`src/rtl/capture_limiter_pkg.sv`:
```
// Shared definitions for the capture step limiter: mode codes, FSM state, mode helper.
// Latency: n/a (declarations only).
// Backpressure: n/a.
package capture_limiter_pkg;

  localparam logic [1:0] MODE_FREE = 2'd0;
  localparam logic [1:0] MODE_STOP = 2'd1;
  localparam logic [1:0] MODE_WRAP = 2'd2;

  typedef enum logic [1:0] {
    ST_IDLE    = 2'd0,
    ST_RUN     = 2'd1,
    ST_STOPPED = 2'd2
  } state_t;

  // Reserved mode and a zero limit both collapse to free-running counting.
  function automatic logic [1:0] eff_mode(input logic [1:0] mode, input logic limit_nz);
    if ((mode == MODE_STOP || mode == MODE_WRAP) && limit_nz) return mode;
    return MODE_FREE;
  endfunction

endpackage

```
`src/rtl/capture_limiter_step_prescaler.sv`:
```
// Step prescaler: passes one of every prescale+1 enabled step strobes.
// Latency: o_accept is combinational on the current step; counter updates next edge.
// Backpressure: none; steps arriving while disabled are ignored and leave the counter alone.
module step_prescaler #(
  parameter int PRE_W = 8
) (
  input  logic             clk,
  input  logic             reset_n,
  input  logic             clear,
  input  logic             enable,
  input  logic             i_step,
  input  logic [PRE_W-1:0] prescale,
  output logic             o_accept
);

  logic [PRE_W-1:0] r_cnt;
  logic             w_match;

  assign w_match  = (r_cnt == prescale);
  assign o_accept = enable && i_step && w_match;

  // Count enabled steps, rolling over on the accepted one; a restart zeroes the phase.
  always_ff @(posedge clk or negedge reset_n) begin
    if (!reset_n) begin
      r_cnt <= '0;
    end else if (clear) begin
      r_cnt <= '0;
    end else if (enable && i_step) begin
      r_cnt <= w_match ? '0 : r_cnt + 1'b1;
    end
  end

endmodule

```
`src/rtl/capture_limiter.sv`:
```
// Capture step limiter: counts prescaled steps during a run, then stops, wraps or saturates.
// Latency: an accepted step shows on o_count/o_stop/o_done one cycle later.
// Backpressure: none; optional inactivity timeout enabled by CAPTURE_LIMITER_TIMEOUT_EN.
module capture_limiter
  import capture_limiter_pkg::*;
#(
  parameter int CNT_W = 32,
  parameter int PRE_W = 8,
  parameter int TMO_W = 16
) (
  input  logic             i_clk,
  input  logic             i_reset_n,
  input  logic             i_run,
  input  logic             i_step,
  input  logic             i_clear,
  input  logic [1:0]       cfg_mode,
  input  logic [CNT_W-1:0] cfg_limit,
  input  logic [PRE_W-1:0] cfg_prescale,
`ifdef CAPTURE_LIMITER_TIMEOUT_EN
  input  logic [TMO_W-1:0] cfg_timeout,
  output logic             o_timeout,
`endif
  output logic             o_running,
  output logic             o_stop,
  output logic             o_done,
  output logic             o_overflow,
  output logic [CNT_W-1:0] o_count
);

  state_t           r_state, w_state_nxt;
  logic             r_run_q;
  logic [1:0]       r_mode;
  logic [CNT_W-1:0] r_limit;
  logic [PRE_W-1:0] r_prescale;
  logic [CNT_W-1:0] r_count;
  logic             r_done;
  logic             r_overflow;

  logic             w_start;
  logic             w_step_en;
  logic             w_accept;
  logic             w_limited;
  logic             w_hit;
  logic             w_tmo_hit;
  logic [CNT_W-1:0] w_limit_m1;

  // A run starts on a rising run level in IDLE, or restarts on clear once running/stopped.
  assign w_start    = i_run && (((r_state == ST_IDLE) && !r_run_q) ||
                                ((r_state != ST_IDLE) && i_clear));
  // Steps only count in RUN when neither a run drop nor a clear outranks them.
  assign w_step_en  = (r_state == ST_RUN) && i_run && !i_clear;
  assign w_limited  = (eff_mode(r_mode, r_limit != '0) != MODE_FREE);
  assign w_limit_m1 = r_limit - 1'b1;
  assign w_hit      = w_limited && (r_count == w_limit_m1);

  step_prescaler #(.PRE_W(PRE_W)) u_prescaler (
    .clk      (i_clk),
    .reset_n  (i_reset_n),
    .clear    (w_start),
    .enable   (w_step_en),
    .i_step   (i_step),
    .prescale (r_prescale),
    .o_accept (w_accept)
  );

`ifdef CAPTURE_LIMITER_TIMEOUT_EN
  logic [TMO_W-1:0] r_timeout_cfg;
  logic [TMO_W-1:0] r_idle_cnt;
  logic             r_timeout;

  assign w_tmo_hit = w_step_en && !i_step && (r_timeout_cfg != '0) &&
                     ((r_idle_cnt + 1'b1) == r_timeout_cfg);

  // Track step-less cycles in RUN; flag a timeout once the shadowed limit is reached.
  always_ff @(posedge i_clk or negedge i_reset_n) begin
    if (!i_reset_n) begin
      r_timeout_cfg <= '0;
      r_idle_cnt    <= '0;
      r_timeout     <= 1'b0;
    end else if (w_start) begin
      r_timeout_cfg <= cfg_timeout;
      r_idle_cnt    <= '0;
      r_timeout     <= 1'b0;
    end else if (w_step_en) begin
      r_idle_cnt <= i_step ? '0 : r_idle_cnt + 1'b1;
      if (w_tmo_hit) r_timeout <= 1'b1;
    end
  end

  assign o_timeout = r_timeout;
`else
  assign w_tmo_hit = 1'b0;
  // Keeps the timeout width referenced in builds without the timeout logic.
  if (TMO_W < 1) begin : g_tmo_w_unused
  end
`endif

  // Previous run level, used to detect the run rising edge.
  always_ff @(posedge i_clk or negedge i_reset_n) begin
    if (!i_reset_n) r_run_q <= 1'b0;
    else            r_run_q <= i_run;
  end

  // Shadow config is frozen at run start so mid-run edits have no effect.
  always_ff @(posedge i_clk or negedge i_reset_n) begin
    if (!i_reset_n) begin
      r_mode     <= '0;
      r_limit    <= '0;
      r_prescale <= '0;
    end else if (w_start) begin
      r_mode     <= cfg_mode;
      r_limit    <= cfg_limit;
      r_prescale <= cfg_prescale;
    end
  end

  // State register.
  always_ff @(posedge i_clk or negedge i_reset_n) begin
    if (!i_reset_n) r_state <= ST_IDLE;
    else            r_state <= w_state_nxt;
  end

  // Next state: run drop beats clear, clear beats a limit or timeout stop.
  always_comb begin
    w_state_nxt = r_state;
    if (!i_run) begin
      w_state_nxt = ST_IDLE;
    end else begin
      case (r_state)
        ST_IDLE:    if (!r_run_q) w_state_nxt = ST_RUN;
        ST_RUN: begin
          if (i_clear)
            w_state_nxt = ST_RUN;
          else if ((w_accept && w_hit && (r_mode == MODE_STOP)) || w_tmo_hit)
            w_state_nxt = ST_STOPPED;
        end
        ST_STOPPED: if (i_clear) w_state_nxt = ST_RUN;
        default:    w_state_nxt = ST_IDLE;
      endcase
    end
  end

  // Step counter, done pulse and sticky overflow; count and overflow hold through IDLE.
  always_ff @(posedge i_clk or negedge i_reset_n) begin
    if (!i_reset_n) begin
      r_count    <= '0;
      r_done     <= 1'b0;
      r_overflow <= 1'b0;
    end else begin
      r_done <= 1'b0;
      if (w_start) begin
        r_count    <= '0;
        r_overflow <= 1'b0;
      end else if (w_accept) begin
        if (w_hit) begin
          r_done  <= 1'b1;
          r_count <= (r_mode == MODE_STOP) ? r_limit : '0;
        end else if (&r_count) begin
          r_overflow <= 1'b1;
        end else begin
          r_count <= r_count + 1'b1;
        end
      end
    end
  end

  assign o_running  = (r_state == ST_RUN);
  assign o_stop     = (r_state == ST_STOPPED);
  assign o_done     = r_done;
  assign o_overflow = r_overflow;
  assign o_count    = r_count;

endmodule

```
`config.mk`:
```
export PLATFORM = sky130hd
export DESIGN_NAME = capture_limiter
export DESIGN_NICKNAME = d
export VERILOG_FILES = /design/src/rtl/capture_limiter_pkg.sv /design/src/rtl/capture_limiter_step_prescaler.sv /design/src/rtl/capture_limiter.sv
export SDC_FILE = /design/constraint.sdc
export NUM_CORES = 1
export LEC_CHECK = 0
export CAP_MARGIN = 5
export CORE_ASPECT_RATIO = 0.7
export CORE_MARGIN = 1
export CORE_UTILIZATION = 47
export CTS_CLUSTER_DIAMETER = 120
export DETAILED_ROUTE_END_ITERATION = 10
export PLACE_DENSITY_LB_ADDON = 0.2
export SLEW_MARGIN = 20
export SYNTH_ARGS = -nofsm -noshare
export SYNTH_HDL_FRONTEND = slang
export SYNTH_SLANG_ARGS = --single-unit
```
`constraint.sdc`:
```
create_clock -name i_clk -period 3.65 [get_ports i_clk]
set_input_delay 0.365 -clock i_clk [delete_from_list [all_inputs] [get_ports i_clk]]
set_output_delay 0.365 -clock i_clk [all_outputs]
set_load 0.005 [all_outputs]
```
==> flow_summary.ini, run 1 <==
; yosys + openroad results
[final_timing]
period_needed_ns = 3.63
finalSetupTns_ns = 0
holdWs_ns = 0.0899
worst_pin_slew_ns = 0.839
post-route-period-util_pct = 99.5
fin_ws_ns = 0.0167
fmax_mhz = 275
setup_viol = 0
hold_viol_final = 0
timing.slew.headroom_pct = 43.6
rsz0062_at_grt = true
drv_slew = 0

[route]
via_per_inst = 6.19
wl_met3_mm = 2.61
first_pass_iters = 6
antenna_left = 0
routed_wl_mm = 22.5
wl_met1_mm = 10.2
dr.max_layer_used = met4
met2WireLength_mm = 9.31
vias = 6612
drt-initial-drc-count = 585
drc = 0
wl_per_cell_microns = 21.0

[worst_setup_path]
crit_path_start_kind = flop
crit_buf_inv = 2
crit_end = o_count[13]$_DFFE_PN0P_
slowest_stage = or4_4
cp_num_cells = 11
crit_top_cell = or4_4
critPathKind = reg2reg
critical_path.endpoint_type = flop
ff2ff_setup_slack_ns = 0.02
path_delay_family = simple AND/OR/NAND/NOR gates
timing.rr.start = r_limit[0]$_DFFE_PN0P_
critPathLaunch = r_limit[0]$_DFFE_PN0P_
crit_fanout = 6
rr_worst_depth = 11
path_cells = inv_2 > ha_4 > or3b_4 > or4_4 > nor3b_2 > o22ai_2 > or4b_4 > or4_4 > buf_6 > mux2i_1 > a32o_1
max_stage_delay_ns = 0.62
arrival_ns = 3.87
rr_endpoint = o_count[13]$_DFFE_PN0P_
worst-endpoint-required_ns = 3.89

[grt]
first_global_vias = 6136
antenna_found_initial = 0
use_met1_pct = 48.9
grtUsageTotal_pct = 32.6
grt_pass1_wl_mm = 34.6
grt.overflow.total = 0
grt.met3_usage_pct = 8.14
use_met2_pct = 46.9
grt_max_degree = 63
grt.busiest_layer = met1

[flow_run]
maxCapViolCount = 0
warnings = 28

[yosys]
logic_family = simple AND/OR/NAND/NOR gates
syn_inst = 777
top_area_share_pct = 34.9
synthSimpleGateAreaFrac_pct = 32.3
yosysWarnings = 0
synthFlopType = dfrtp_1
synth_area_sq_um = 6230
synth-compound-area-share_pct = 16.9
edf_count = 0
xor_share_pct = 6.54
synth_seq_share_pct = 34.9
synth_cell_types = 72
async_flop_share_pct = 100
synthMuxAreaShare_pct = 3.87
synth_nets = 828
yosys-top-cells-count = 165 x nand2_1, 87 x dfrtp_1, 48 x o21ai_0
ys_area_sq_um = 6230
topCellsByArea = dfrtp_1 35%, nand2_1 9.9%, xnor2_1 4.5%, o21ai_0 3.9%, mux2i_1 3.7%
syn_avg_cell_area_sq_um = 8.02
yosys_cells = 777
ys_sh_adder_pct = 0.803
numSynthFlops = 87
synth_top_cell_by_area = dfrtp_1
most_common_cell = nand2_1

[power]
p_total_mw = 3.11
leakage_nw = 3.44
swShare_pct = 36.2
power_leader = registers
p_seq_mw = 1.18
power_per_cell_area_nw_per_um2 = 382
pwr-share-seq_pct = 38.1
p_comb_mw = 1.00
p_int_mw = 1.98
clkPwrFrac_pct = 29.5
p_sw_mw = 1.12
power_frac_comb_pct = 32.3
vdd_drop_max_uv = 263

[min_path]
hp-class = in2async

[die]
fp.dieArea_sq_um = 13700
die_width_microns = 140
num_tap_cells = 162
rows = 34
die_h_microns = 98.4
pin_count = 83
fp_util_pct = 49.2

[cells_and_area]
comb_area_share_pct = 47.8
stdcell_count = 1068
area_share_nonclk_buffers_pct = 18.3
diodes = 0
drive_gt1_share_pct = 14.6
regArea_sq_um = 2180
mostFrequentLayoutCell = nand2_1
nNonClkBuffers = 157
final_cell_mix = 165 x nand2_1, 87 x dfrtp_1, 81 x clkdlybuf4s50_1, 60 x buf_4, 47 x o21ai_0
final-comb-area_sq_um = 3890
areaGrowthSynthToFinish_pct = 30.6
inverters_excl_clock = 25
fillers = 1125
num-nets-final = 952
dominant-cell-class = logic gates
logic_gates = 621
clock_cell_area_share_pct = 3.46
post-route-util_pct = 64.2

[placement]
dp.cells = 1038
dpl_cell_area_sq_um = 7540
dpl.hpwl_mm = 16.3
gp_congestion = 0.924
portBuffers = 82
place_ws_ns = -0.0350

[clocking]
path_clk_slew_ns = 0.07
post_cts_resized = 4
htree_levels = 3
cts.path.max_buffers = 2
cts_root_buf = clkbuf_16
cts_buffers = 9
clock_sinks = 87
ctsHoldBuffers = 0
post_cts_buffers = 0
cts_tree = done

[outcome]
status = complete, no violations
Fig. 1: run 1, the metal 3 layer
Scale: 3 px per micron.
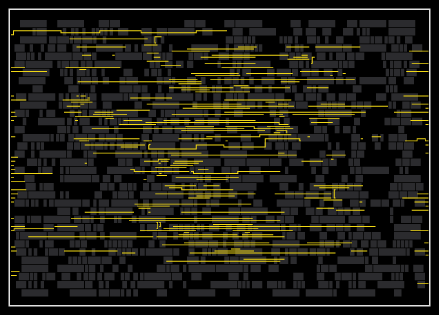
wire length on this layer = 2,610 microns
main direction = horizontal
nets with wire on the layer = 164
share of all routed wire = 12%
longest straight run = 67.2 microns

Fig. 2: run 1, placed cells, one color a class
Scale: 2 px per micron.
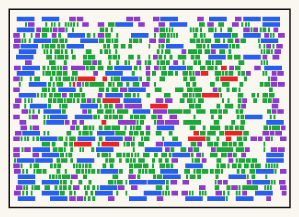
clock drivers and dummy loads -> red  # cells 16, share of their area 3.5%
remaining buffers and delay cells -> purple  # cells 157, share of their area 19%
sequential cells -> blue  # cells 87, share of their area 27%
combinational and other logic -> green  # cells 646, share of their area 50%
Core Area: 12,700 sq um
Design Area, Final: 8140 sq um
sequential cell area share: 26.7%

Fig. 3: run 1, clock nets
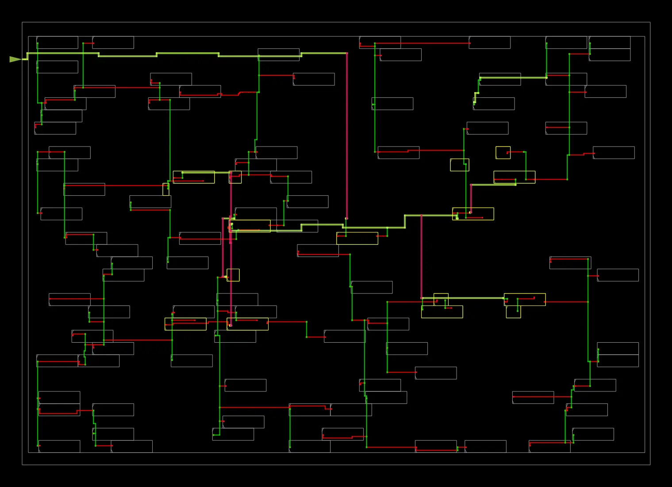
Layout clock buffers: 10
flop count: 87
Fin Clk Skew: 0.0122 ns
Clk power: 0.917 mW
clk ins delay skew pair: 0.35 ns

Fig. 4: run 1, clock distribution
Scale: 3 px per micron.
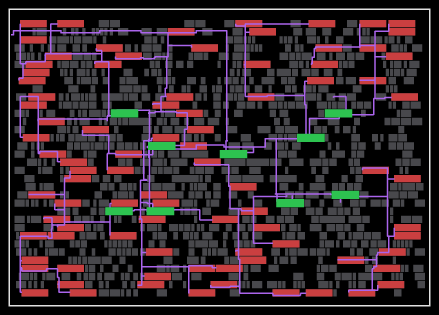
clock drivers -> green  # count 9
flip-flops -> red  # count 87
clock wires -> purple  # length 1,330 microns
routed clock nets = 10

Fig. 5: run 1, nets reached from selected ports
Scale: 3 px per micron.
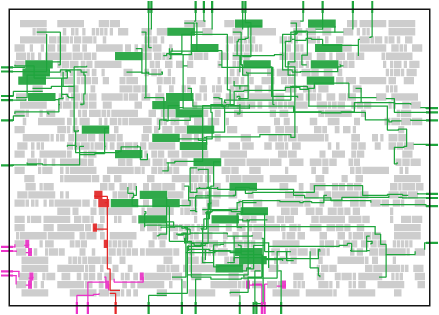

--- run 2 (diff from run 1) ---
--- a/config.mk
+++ b/config.mk
@@ -6,12 +6,12 @@
 export NUM_CORES = 1
 export LEC_CHECK = 0
 export CAP_MARGIN = 5
-export CORE_ASPECT_RATIO = 0.7
 export CORE_MARGIN = 1
 export CORE_UTILIZATION = 47
 export CTS_CLUSTER_DIAMETER = 120
 export DETAILED_ROUTE_END_ITERATION = 10
 export PLACE_DENSITY_LB_ADDON = 0.2
+export REMOVE_ABC_BUFFERS = 1
 export SLEW_MARGIN = 20
 export SYNTH_ARGS = -nofsm -noshare
 export SYNTH_HDL_FRONTEND = slang
Fig. 6: run 2, nets reached from selected ports
Scale: 4 px per micron.
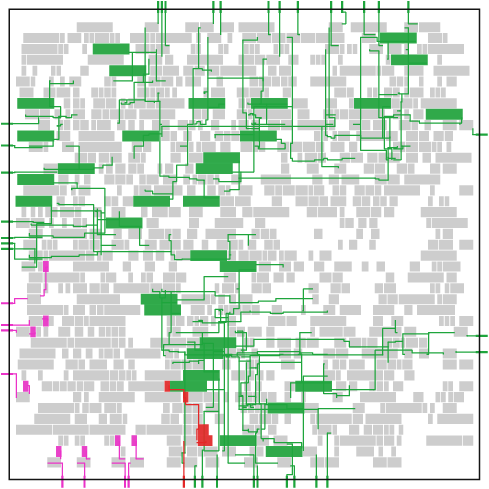
o_count -> green  # bits 32, direction output, end cells 32, buffers 32, wire 2,320 microns
i_clear -> red  # bits 1, direction input, end cells 4, buffers 1, wire 33.2 microns
cfg_prescale -> magenta  # bits 8, direction input, end cells 8, buffers 8, wire 74.9 microns
# IOs: 83
Port Buf Inserts: 82

Fig. 7: run 2, clock nets
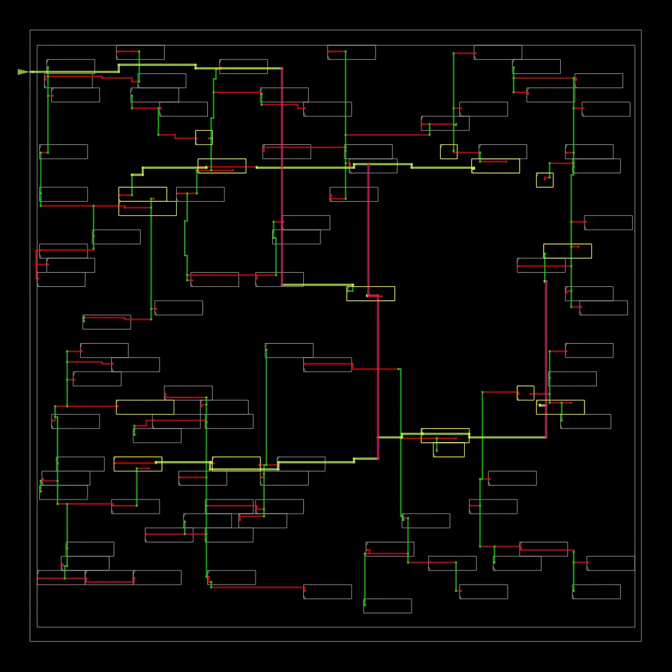
CTS Buf Count: 9
Layout clock buffers: 9

==> run 2 against run 1 <==
Against the previous run:
- critical path depth rose by 4
- core utilization decreased by 0.75 points
- largest cell class unchanged
- maximum frequency increased by 2.3%
- critical path type unchanged
- critical endpoint is now o_count[16]$_DFFE_PN0P_
- power increased by 3.3%
==> flow_summary.ini, run 2 <==
; yosys + openroad results
[outcome]
status = complete, no violations

[final_timing]
fin_ws_ns = 0.0973
skew_ns = 0.0103
fmax_mhz = 281
holdWs_ns = 0.130
period_needed_ns = 3.55
drv_slew = 0
setup_viol = 0
post-route-period-util_pct = 97.3
timing.slew.headroom_pct = 36.7

[yosys]
yosys_cells = 777
synth_seq_share_pct = 34.9
top_area_share_pct = 34.9
synthSimpleGateAreaFrac_pct = 32.3
yosysWarnings = 0
synthMuxAreaShare_pct = 3.87
synthFlopType = dfrtp_1
topCellsByArea = dfrtp_1 35%, nand2_1 9.9%, xnor2_1 4.5%, o21ai_0 3.9%, mux2i_1 3.7%
synth_cell_types = 72
yosys-top-cells-count = 165 x nand2_1, 87 x dfrtp_1, 48 x o21ai_0
edf_count = 0
syn_avg_cell_area_sq_um = 8.02
synth-compound-area-share_pct = 16.9
xor_share_pct = 6.54
async_flop_share_pct = 100
ys_area_sq_um = 6230
logic_family = simple AND/OR/NAND/NOR gates
ys_sh_adder_pct = 0.803
most_common_cell = nand2_1
syn_inst = 777
synth_top_cell_by_area = dfrtp_1

[worst_setup_path]
crit_buf_inv = 6
rr_endpoint = o_count[16]$_DFFE_PN0P_
crit_path_start_kind = flop
arrival_ns = 3.79
ff2ff_setup_slack_ns = 0.1
critical_path.endpoint_type = flop
crit_end = o_count[16]$_DFFE_PN0P_
max_stage_delay_ns = 0.40
timing.rr.start = r_limit[0]$_DFFE_PN0P_
cp_num_cells = 15
critPathLaunch = r_limit[0]$_DFFE_PN0P_
crit_top_cell = buf_4
slowest_stage = dfrtp_1
rr_worst_depth = 15
critPathKind = reg2reg
path_delay_family = AND-OR/OR-AND gates

[clocking]
ctsHoldBuffers = 0
htree_levels = 3
cts_root_buf = clkbuf_16
cts_tree = done
clock_latency_ns = 0.36
path_clk_slew_ns = 0.07
cts.path.max_buffers = 2
clock_sinks = 87
post_cts_resized = 10

[cells_and_area]
seq_area_share_pct = 26.9
regArea_sq_um = 2180
final-comb-area_sq_um = 3850
area_share_nonclk_buffers_pct = 17.7
num-nets-final = 949
clock_cell_area_share_pct = 4.15
diodes = 0
post-route-util_pct = 63.5
comb_area_share_pct = 47.5
mostFrequentLayoutCell = nand2_1
areaGrowthSynthToFinish_pct = 30.0
stdcell_count = 1075
final_cell_mix = 165 x nand2_1, 86 x dfrtp_1, 81 x clkdlybuf4s50_1, 65 x buf_4, 48 x o21ai_0
fillers = 1110
seq_cells = 87
drive_gt1_share_pct = 14.0
inverters_excl_clock = 25
logic_gates = 621

[die]
rows = 41
die_h_microns = 117
fp_util_pct = 48.8
num_tap_cells = 172
die_width_microns = 117
fp.dieArea_sq_um = 13700
core_region_area_sq_um = 12800

[route]
antenna_left = 0
wl_met3_mm = 1.58
wl_per_cell_microns = 19.0
drc = 0
first_pass_iters = 6
drt-initial-drc-count = 569
dr.max_layer_used = met4
met2WireLength_mm = 9.53

[power]
power_frac_comb_pct = 30.0
powerClk_mw = 1.07
p_seq_mw = 1.18
p_comb_mw = 0.962
leakage_nw = 3.43
vdd_drop_max_uv = 377
p_total_mw = 3.21
power_leader = registers
p_sw_mw = 1.09
clkPwrFrac_pct = 33.2
pwr-share-seq_pct = 36.8
p_int_mw = 2.12
swShare_pct = 33.9

[placement]
place_ws_ns = -0.0745
dpl.hpwl_mm = 14.8
dpl_cell_area_sq_um = 7600
dp.cells = 1052
gp_congestion = 0.916

[grt]
grt_max_degree = 70
use_met1_pct = 41.2
first_global_vias = 6118
grt.busiest_layer = met2
antenna_found_initial = 0
grtUsageTotal_pct = 30.8
grt.overflow.total = 0
use_met2_pct = 49.5
grt_pass1_wl_mm = 31.8

[flow_run]
maxCapViolCount = 0
warnings = 25
Fig. 8: run 2, the metal 3 layer
Scale: 3 px per micron.
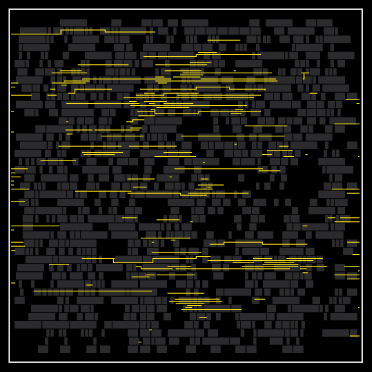
wire length on this layer = 1,580 microns
share of all routed wire = 7.7%
main direction = horizontal
GR Util met3: 7.62%
via count: 6,419
final WL: 20.4 mm

Power and IR drop assume default switching activity.
